Run 1, where the registers sit:
Other sequential cells in the stronger grey, the rest of the logic in the fainter grey.
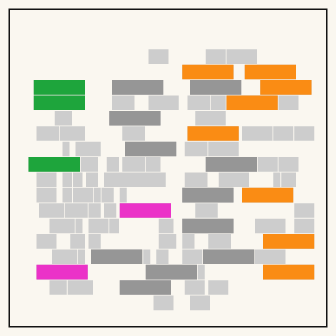
Run 1, wiring by layer:
Two of the layers only.
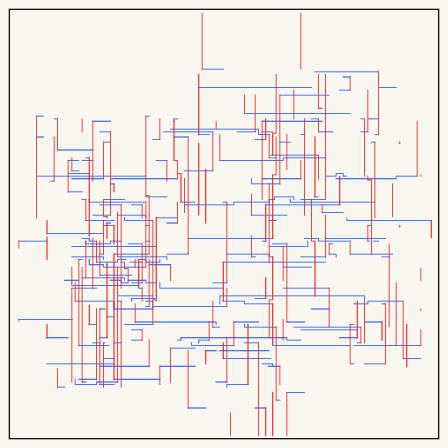
Run 1, power grid:
Scale bar: 20 um. Pins as bars on the die edge. Tap cells in grey.
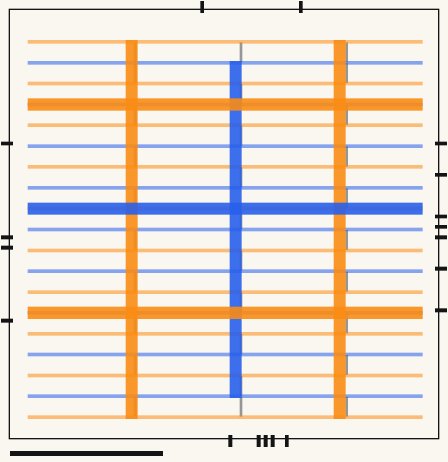
Run 1, layout detail:
Window x 29 to 54, y 1 to 26 um. Cells in grey, sequential cells in the stronger grey; small squares are vias.
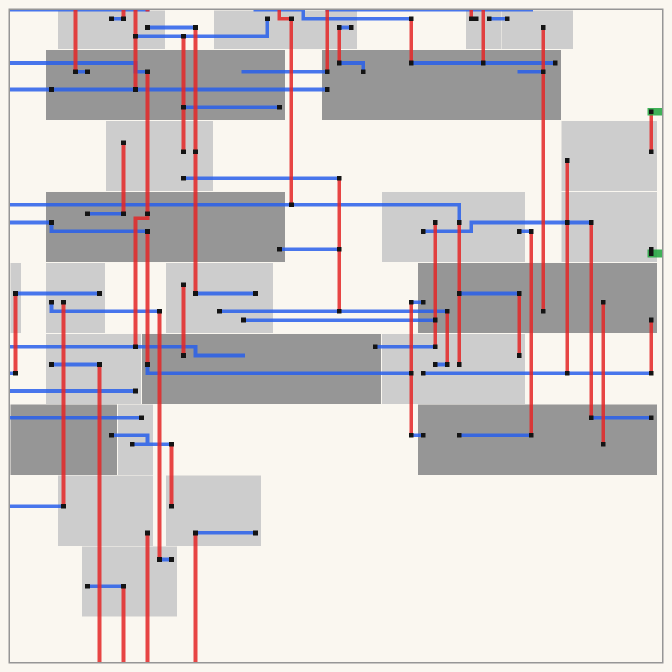
[config.mk]
export PLATFORM = sky130hd
export DESIGN_NAME = serial_byte_receiver
export DESIGN_NICKNAME = d
export VERILOG_FILES = /design/src/rtl/serial_byte_receiver.sv
export SDC_FILE = /design/constraint.sdc
export NUM_CORES = 1
export LEC_CHECK = 0
export ABC_CLOCK_PERIOD_IN_PS = 2450
export CORE_MARGIN = 2
export CORE_UTILIZATION = 40
export DETAILED_ROUTE_END_ITERATION = 8
export GPL_ROUTABILITY_DRIVEN = 0
export GPL_TIMING_DRIVEN = 1
export PLACE_DENSITY = 0.7
export SLEW_MARGIN = 0
export SYNTH_ARGS = -nofsm -noshare
export SYNTH_HDL_FRONTEND = slang
export SYNTH_SLANG_ARGS = --single-unit
[constraint.sdc]
create_clock -name clock -period 2.45 [get_ports clock]
set_input_delay 0.49 -clock clock [delete_from_list [all_inputs] [get_ports clock]]
set_output_delay 0.49 -clock clock [all_outputs]
set_load 0.03 [all_outputs]
[src/rtl/serial_byte_receiver.sv]
`default_nettype none
// ============================================================================
//  Module      : serial_byte_receiver
//  Description : Framed LSB-first serial-to-parallel receiver with a
//                valid/ready output buffer, frame-error and overrun flags.
//  Revision    : 1.0 - initial release
// ============================================================================
module serial_byte_receiver #(
  parameter int DATA_WIDTH = 8
) (
  input  logic                  clock,
  input  logic                  reset,
  input  logic                  serial_in,
  input  logic                  bit_en,
  output logic [DATA_WIDTH-1:0] data_out,
  output logic                  data_valid,
  input  logic                  data_ready,
  output logic                  busy,
  output logic                  frame_error,
  output logic                  overrun,
  input  logic                  clear_err
);

  localparam int CNT_W = (DATA_WIDTH > 1) ? $clog2(DATA_WIDTH) : 1;
  localparam logic [CNT_W-1:0] C_LAST_BIT = CNT_W'(DATA_WIDTH - 1);

  typedef enum logic [1:0] {
    S_IDLE = 2'd0,
    S_DATA = 2'd1,
    S_STOP = 2'd2
  } state_t;

  state_t                r_state, w_state_nxt;
  logic [CNT_W-1:0]      r_cnt, w_cnt_nxt;
  logic [DATA_WIDTH-1:0] r_shift, w_shift_nxt;
  logic [DATA_WIDTH-1:0] r_data, w_data_nxt;
  logic                  r_valid, w_valid_nxt;
  logic                  r_ferr, w_ferr_nxt;
  logic                  r_ovr, w_ovr_nxt;
  logic                  w_buf_free;

  always_ff @(posedge clock or posedge reset) begin
    if (reset) begin
      r_state <= S_IDLE;
      r_cnt   <= '0;
      r_shift <= '0;
      r_data  <= '0;
      r_valid <= 1'b0;
      r_ferr  <= 1'b0;
      r_ovr   <= 1'b0;
    end else begin
      r_state <= w_state_nxt;
      r_cnt   <= w_cnt_nxt;
      r_shift <= w_shift_nxt;
      r_data  <= w_data_nxt;
      r_valid <= w_valid_nxt;
      r_ferr  <= w_ferr_nxt;
      r_ovr   <= w_ovr_nxt;
    end
  end

  // A word being consumed on this edge frees the buffer for a same-edge reload.
  assign w_buf_free = !r_valid || data_ready;

  always_comb begin
    w_state_nxt = r_state;
    w_cnt_nxt   = r_cnt;
    w_shift_nxt = r_shift;
    w_data_nxt  = r_data;
    w_valid_nxt = r_valid;
    w_ferr_nxt  = 1'b0;
    w_ovr_nxt   = r_ovr;

    if (r_valid && data_ready) begin
      w_valid_nxt = 1'b0;
    end
    if (clear_err) begin
      w_ovr_nxt = 1'b0;
    end

    // Overrun set below is evaluated after the clear so a same-edge set wins.
    if (bit_en) begin
      case (r_state)
        S_IDLE: begin
          if (!serial_in) begin
            w_state_nxt = S_DATA;
            w_cnt_nxt   = '0;
          end
        end
        S_DATA: begin
          w_shift_nxt = {serial_in, r_shift[DATA_WIDTH-1:1]};
          w_cnt_nxt   = r_cnt + 1'b1;
          if (r_cnt == C_LAST_BIT) begin
            w_state_nxt = S_STOP;
            w_cnt_nxt   = '0;
          end
        end
        S_STOP: begin
          w_state_nxt = S_IDLE;
          if (serial_in) begin
            if (w_buf_free) begin
              w_data_nxt  = r_shift;
              w_valid_nxt = 1'b1;
            end else begin
              w_ovr_nxt = 1'b1;
            end
          end else begin
            w_ferr_nxt = 1'b1;
          end
        end
        default: begin
          w_state_nxt = S_IDLE;
        end
      endcase
    end
  end

  assign data_out    = r_data;
  assign data_valid  = r_valid;
  assign busy        = (r_state == S_DATA) || (r_state == S_STOP);
  assign frame_error = r_ferr;
  assign overrun     = r_ovr;

endmodule
`default_nettype wire

==> impl_metrics.py, run 1 <==
# Flow results
metrics = {
    "yosys": {
        "ys_dominant_reg_cell": "dfrtp_1",
        "synthAoiAreaFrac_pct": 8.03,
        "synth_area_um2": 1070,
        "postSynthCellCount": 75,
        "fa_ha_area_share_pct": 6.98,
        "yosys.stat.chipArea_um2": 1070,
        "yosysWarnings": 0,
        "post_synth_main_logic_family": "multiplexers",
        "synth-edff-count": 0,
    },
    "place": {
        "placement.setup.worst_slack_ns": 0.454,
        "post_dp_cell_area_um2": 1290,
    },
    "drt": {
        "drtAntennaViolNets": 0,
        "drt-met1-wl_um": 751,
        "routed_via_density": 5.23,
        "met3_length_um": 77,
        "dr_wl_met2_um": 843,
        "sum_of_routed_wire_length_over_all_layers_um": 1680,
    },
    "cells_and_area": {
        "final.signal_buffer_count": 19,
        "multiInputGateArea_um2": 444,
        "fin_area_um2": 1340,
        "clock_cell_area_share_pct": 3.93,
        "bufAreaShareNonClock_pct": 13.8,
        "filler_cell_count_in_the_final_layout": 230,
        "n_clock_buffer": 3,
        "final_nets": 110,
    },
    "final_timing": {
        "unrepaired_setup_endpoints_after_global_routing": "false",
        "hold_slack_ns": 0.489,
        "report.final.hold_viol_count": 0,
        "timing.final.setup_violations": 0,
        "tightestPinTransition_ns": 0.319,
        "clock.fmax_mhz": 443,
        "layout_setup_ws_ns": 0.191,
        "clock-skew-final_ns": 0.00352,
    },
    "global_routing": {
        "globalRouteMet3Util_pct": 5.12,
        "number_of_antenna_violations_at_the_first_check_in_global_routing": 0,
        "grt_util_met1_pct": 13.6,
        "grt_pass1_vias": 711,
        "grt_pass1_wl_um": 3020,
    },
    "cts": {
        "postCtsResizedCells": 0,
        "clock-sinks": 24,
        "clock_path_buffers": 2,
    },
    "critical_path": {
        "cpLargestDelayFamily": "buffers and inverters",
        "crit_arrival_ns": 1.77,
        "startpoint": "r_state[0]$_DFFE_PP0P_",
        "crit_path_cell_trace": "inv_1 -> ha_1 -> clkdlybuf4s50_1",
        "ff2ff_setup_slack_ns": 0.90,
        "critPathSlowestCell": "clkdlybuf4s50_1",
        "setup.worst_path.end_class": "output port",
    },
    "floorplanning": {
        "num_tap_cells": 30,
        "core_area_um2": 2520,
        "num_rows": 18,
    },
    "pwr": {
        "power.sequential.fraction_pct": 39.2,
        "total_power_mw": 1.70,
    },
    "run": {
        "cap_viol_max_count": 0,
    },
    "outcome": {
        "run_status": "finished clean",
    },
    "worst_hold_path": {
        "worstHoldPathType": "primary input to asynchronous set/reset pin",
    },
}
-- 'where the registers sit' (at the start) --
[orange] data_out | sequential cells: 8
[green] r_cnt | sequential cells: 3
[magenta] r_state | sequential cells: 2
area of all sequential standard cells: 601 um^2
sequential fraction of total cell area: 44.9%
share of the core filled with cells in the final layout: 53.1%

-- 'wiring by layer' (at the start) --
[red] M2 | wire length: 843 um
[blue] M1 | wire length: 751 um

-- 'power grid' (at the start) --
[orange] VSS
[blue] VDD
met1 rails: 19
tap cells: 30
rows: 18
signal pins: 18

-- 'layout detail' (at the start) --
[red] M2
[green] M3
[blue] M1
netlist names of flops here include: data_out (3), r_shift (3)
most frequent: dfrtp_1 (6), clkdlybuf4s50_1 (6)
sequential cells in the window: 6
cells with their middle in the window: 22

--- run 2 (diff from run 1) ---
--- a/config.mk
+++ b/config.mk
@@ -5,12 +5,12 @@
 export SDC_FILE = /design/constraint.sdc
 export NUM_CORES = 1
 export LEC_CHECK = 0
-export ABC_CLOCK_PERIOD_IN_PS = 2450
 export CORE_MARGIN = 2
 export CORE_UTILIZATION = 40
 export DETAILED_ROUTE_END_ITERATION = 8
 export GPL_ROUTABILITY_DRIVEN = 0
-export GPL_TIMING_DRIVEN = 1
+export GPL_TIMING_DRIVEN = 0
+export MAX_ROUTING_LAYER = met4
 export PLACE_DENSITY = 0.7
 export SLEW_MARGIN = 0
 export SYNTH_ARGS = -nofsm -noshare
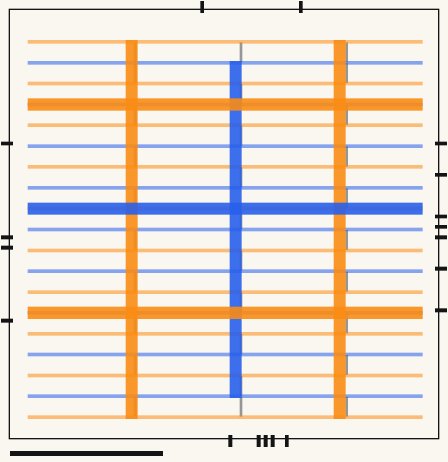
Run 2: power grid
Scale bar: 20 um. Pins as bars on the die edge. Tap cells in grey.
[orange] VSS
[blue] VDD
met1 rails: 19
rows: 18
tap cells: 30
met4 straps: 3
signal pins: 18
die height: 55.8 um
peak supply drop: 0.000678 V

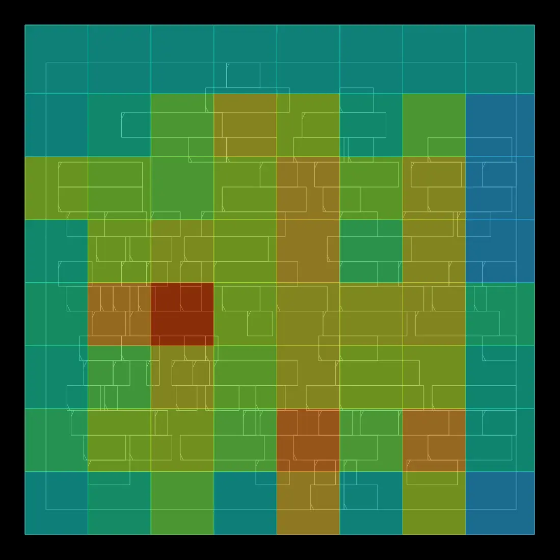
Run 2: routing congestion map
share of the core filled with cells in the final layout: 52.9%
met1 Track Usage GR: 13.2%
met3 Track Usage GR: 5.12%
global-route total usage across every layer: 13.0%
M2 GR Usage: 22.4%

==> impl_metrics.py, run 2 <==
# Flow results
metrics = {
    "critical_path": {
        "setup.worst_path.end_class": "output port",
        "critPathSlowestCell": "clkdlybuf4s50_1",
        "crit_path_cell_trace": "inv_1 -> ha_1 -> clkdlybuf4s50_1",
        "cpLargestDelayFamily": "buffers and inverters",
        "ff2ff_setup_slack_ns": 0.91,
        "cp-endpoint": "busy",
        "crit_arrival_ns": 1.80,
        "startpoint": "r_state[0]$_DFFE_PP0P_",
        "worstSetupStartpointType": "flop",
        "critical_path_buf_inv_count": 2,
    },
    "cts": {
        "reg_clk_slew_reported_paths_ns": 0.13,
        "htree_levels": 1,
        "postCtsResizedCells": 0,
        "clock-sinks": 24,
        "clock_path_buffers": 2,
        "cts_hold_buf": 0,
        "ctsRootBufferMaster": "clkbuf_4",
    },
    "final_timing": {
        "timing.final.setup_violations": 0,
        "setup_tns_ns": 0,
        "hold_slack_ns": 0.526,
        "clock-skew-final_ns": 0.00308,
        "report.final.hold_viol_count": 0,
        "tightestPinTransition_ns": 0.887,
        "final-max-slew-violation-count": 0,
        "unrepaired_setup_endpoints_after_global_routing": "false",
        "post_layout_minimum_cycle_time_ns": 2.29,
        "layout_setup_ws_ns": 0.164,
        "clock.fmax_mhz": 437,
        "final.period_utilization_pct": 93.3,
    },
    "cells_and_area": {
        "fin_area_um2": 1340,
        "area_of_all_sequential_standard_cells_um2": 601,
        "multiInputGateArea_um2": 444,
        "bufAreaShareNonClock_pct": 13.6,
        "area.growth.synth_to_final_pct": 24.2,
        "area.share.sequential_pct": 45.0,
        "filler_cell_count_in_the_final_layout": 240,
        "final.signal_buffer_count": 18,
        "clock_cell_area_share_pct": 3.94,
        "n_clock_buffer": 3,
        "final_nets": 109,
    },
    "yosys": {
        "synth.net_count": 87,
        "synth_area_um2": 1070,
        "synth_top_area_share_pct": 55.9,
        "synthAoiAreaFrac_pct": 8.03,
        "synth-edff-count": 0,
        "post_synth_main_logic_family": "multiplexers",
        "yosys.stat.chipArea_um2": 1070,
        "ys_top_cells_by_count": "dfrtp_1, mux2_2, mux2_4",
        "yosysWarnings": 0,
        "fa_ha_area_share_pct": 6.98,
        "ys_cells": 75,
        "yosys_register_bits": 24,
        "mux_area_share_pct": 20.6,
        "postSynthCellCount": 75,
        "ys_dominant_reg_cell": "dfrtp_1",
    },
    "outcome": {
        "run_status": "finished clean",
    },
    "pwr": {
        "clockPowerShare_pct": 17.0,
        "net_switching_share_of_the_total_power_pct": 34.6,
        "combinationalPower_mw": 0.744,
        "total_power_mw": 1.69,
        "power.sequential.fraction_pct": 39.1,
        "p_int_mw": 1.11,
    },
    "global_routing": {
        "grt_pass1_vias": 666,
        "grt_pass1_wl_um": 2980,
        "number_of_antenna_violations_at_the_first_check_in_global_routing": 0,
    },
    "floorplanning": {
        "num_tap_cells": 30,
        "die-width_um": 55.8,
        "num_rows": 18,
        "core_area_um2": 2520,
    },
    "place": {
        "port_buffers": 17,
        "placement.setup.worst_slack_ns": 0.488,
        "post_dp_cell_area_um2": 1280,
    },
    "drt": {
        "routed_via_density": 5.09,
        "dr_wl_met2_um": 850,
        "sum_of_routed_wire_length_over_all_layers_um": 1700,
        "drt-met1-wl_um": 733,
        "met3_length_um": 83,
        "drtAntennaViolNets": 0,
    },
    "run": {
        "cap_viol_max_count": 0,
    },
    "worst_hold_path": {
        "worstHoldPathType": "flop to flop",
    },
}
--- run 3 (diff from run 2) ---
--- a/config.mk
+++ b/config.mk
@@ -10,7 +10,6 @@
 export DETAILED_ROUTE_END_ITERATION = 8
 export GPL_ROUTABILITY_DRIVEN = 0
 export GPL_TIMING_DRIVEN = 0
-export MAX_ROUTING_LAYER = met4
 export PLACE_DENSITY = 0.7
 export SLEW_MARGIN = 0
 export SYNTH_ARGS = -nofsm -noshare
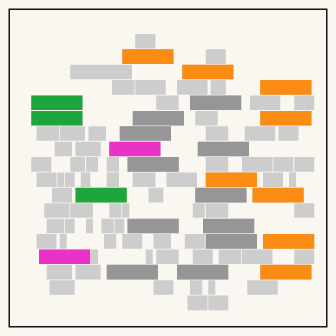
Run 3: where the registers sit
Other sequential cells in the stronger grey, the rest of the logic in the fainter grey.
[green] r_cnt | sequential cells: 3
[magenta] r_state | sequential cells: 2
[orange] data_out | sequential cells: 8

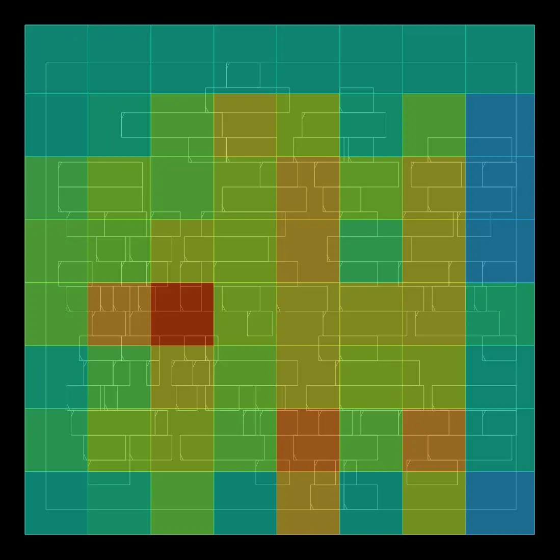
Run 3: routing congestion map
global-route total usage across every layer: 12.6%
layer with the highest usage after global routing: met2
detail-routed net length per standard cell: 13.5 um

==> impl_metrics.py, run 3 <==
# Flow results
metrics = {
    "drt": {
        "met3_length_um": 83,
        "dr_wl_met2_um": 850,
        "drt-met1-wl_um": 733,
        "drtAntennaViolNets": 0,
        "routed_via_density": 5.09,
        "sum_of_routed_wire_length_over_all_layers_um": 1700,
    },
    "pwr": {
        "power.clock.total_mw": 0.288,
        "p_int_mw": 1.11,
        "vdd_ir_drop_max_v": 0.000678,
        "total_power_mw": 1.69,
        "net_switching_share_of_the_total_power_pct": 34.6,
        "combinationalPower_mw": 0.744,
        "clockPowerShare_pct": 17.0,
    },
    "final_timing": {
        "setup_tns_ns": 0,
        "timing.final.setup_violations": 0,
        "clock-skew-final_ns": 0.00308,
        "post_layout_minimum_cycle_time_ns": 2.29,
        "final-max-slew-violation-count": 0,
        "unrepaired_setup_endpoints_after_global_routing": "false",
        "report.final.hold_viol_count": 0,
        "clock.fmax_mhz": 437,
        "relSlewSlack_pct": 40.8,
        "layout_setup_ws_ns": 0.164,
        "hold_slack_ns": 0.526,
        "final.period_utilization_pct": 93.3,
    },
    "cells_and_area": {
        "multiInputGateArea_um2": 444,
        "area.growth.synth_to_final_pct": 24.2,
        "clock_cell_area_share_pct": 3.94,
        "postLayoutCoreUtil_pct": 52.9,
        "layout.cells.most_common_list": "dfrtp_1, clkdlybuf4s50_1, mux2_2, mux2_4, ha_1",
        "bufAreaShareNonClock_pct": 13.6,
        "filler_cell_count_in_the_final_layout": 240,
        "area_of_all_sequential_standard_cells_um2": 601,
        "final_nets": 109,
        "n_clock_buffer": 3,
        "fin_area_um2": 1340,
        "final.signal_buffer_count": 18,
        "area.share.sequential_pct": 45.0,
    },
    "yosys": {
        "ys_top_cells_by_count": "dfrtp_1, mux2_2, mux2_4",
        "synth-edff-count": 0,
        "yosys_register_bits": 24,
        "postSynthCellCount": 75,
        "ys_dominant_reg_cell": "dfrtp_1",
        "synth.net_count": 87,
        "synthAoiAreaFrac_pct": 8.03,
        "fa_ha_area_share_pct": 6.98,
        "mux_area_share_pct": 20.6,
        "post_synth_main_logic_family": "multiplexers",
        "synth_top_area_share_pct": 55.9,
        "ys_cells": 75,
        "yosysWarnings": 0,
        "yosys.stat.chipArea_um2": 1070,
    },
    "critical_path": {
        "max_stage_delay_ns": 0.66,
        "critPathSlowestCell": "clkdlybuf4s50_1",
        "critical_path_buf_inv_count": 2,
        "cp-endpoint": "busy",
        "class_of_the_most_critical_setup_path": "flop to output port",
        "setup.worst_path.end_class": "output port",
        "crit_path_cell_trace": "inv_1 -> ha_1 -> clkdlybuf4s50_1",
        "startpoint": "r_state[0]$_DFFE_PP0P_",
        "crit_arrival_ns": 1.80,
        "cpLargestDelayFamily": "buffers and inverters",
        "worstSetupStartpointType": "flop",
        "worstPathRequired_ns": 1.96,
    },
    "place": {
        "port_buffers": 17,
        "placement.setup.worst_slack_ns": 0.488,
    },
    "floorplanning": {
        "core_area_um2": 2520,
        "num_rows": 18,
        "num_tap_cells": 30,
        "die_height_um": 55.8,
    },
    "global_routing": {
        "grt_pass1_wl_um": 2970,
        "grt_pass1_vias": 666,
        "grt_util_met1_pct": 13.2,
        "globalRouteMet3Util_pct": 5.12,
        "number_of_antenna_violations_at_the_first_check_in_global_routing": 0,
    },
    "run": {
        "cap_viol_max_count": 0,
    },
    "cts": {
        "clock-sinks": 24,
        "clock_path_buffers": 2,
        "cts_hold_buf": 0,
        "htree_levels": 1,
        "reg_clk_slew_reported_paths_ns": 0.13,
        "postCtsResizedCells": 0,
        "ctsRootBufferMaster": "clkbuf_4",
    },
    "outcome": {
        "run_status": "finished clean",
    },
}
Power and IR drop assume default switching activity.
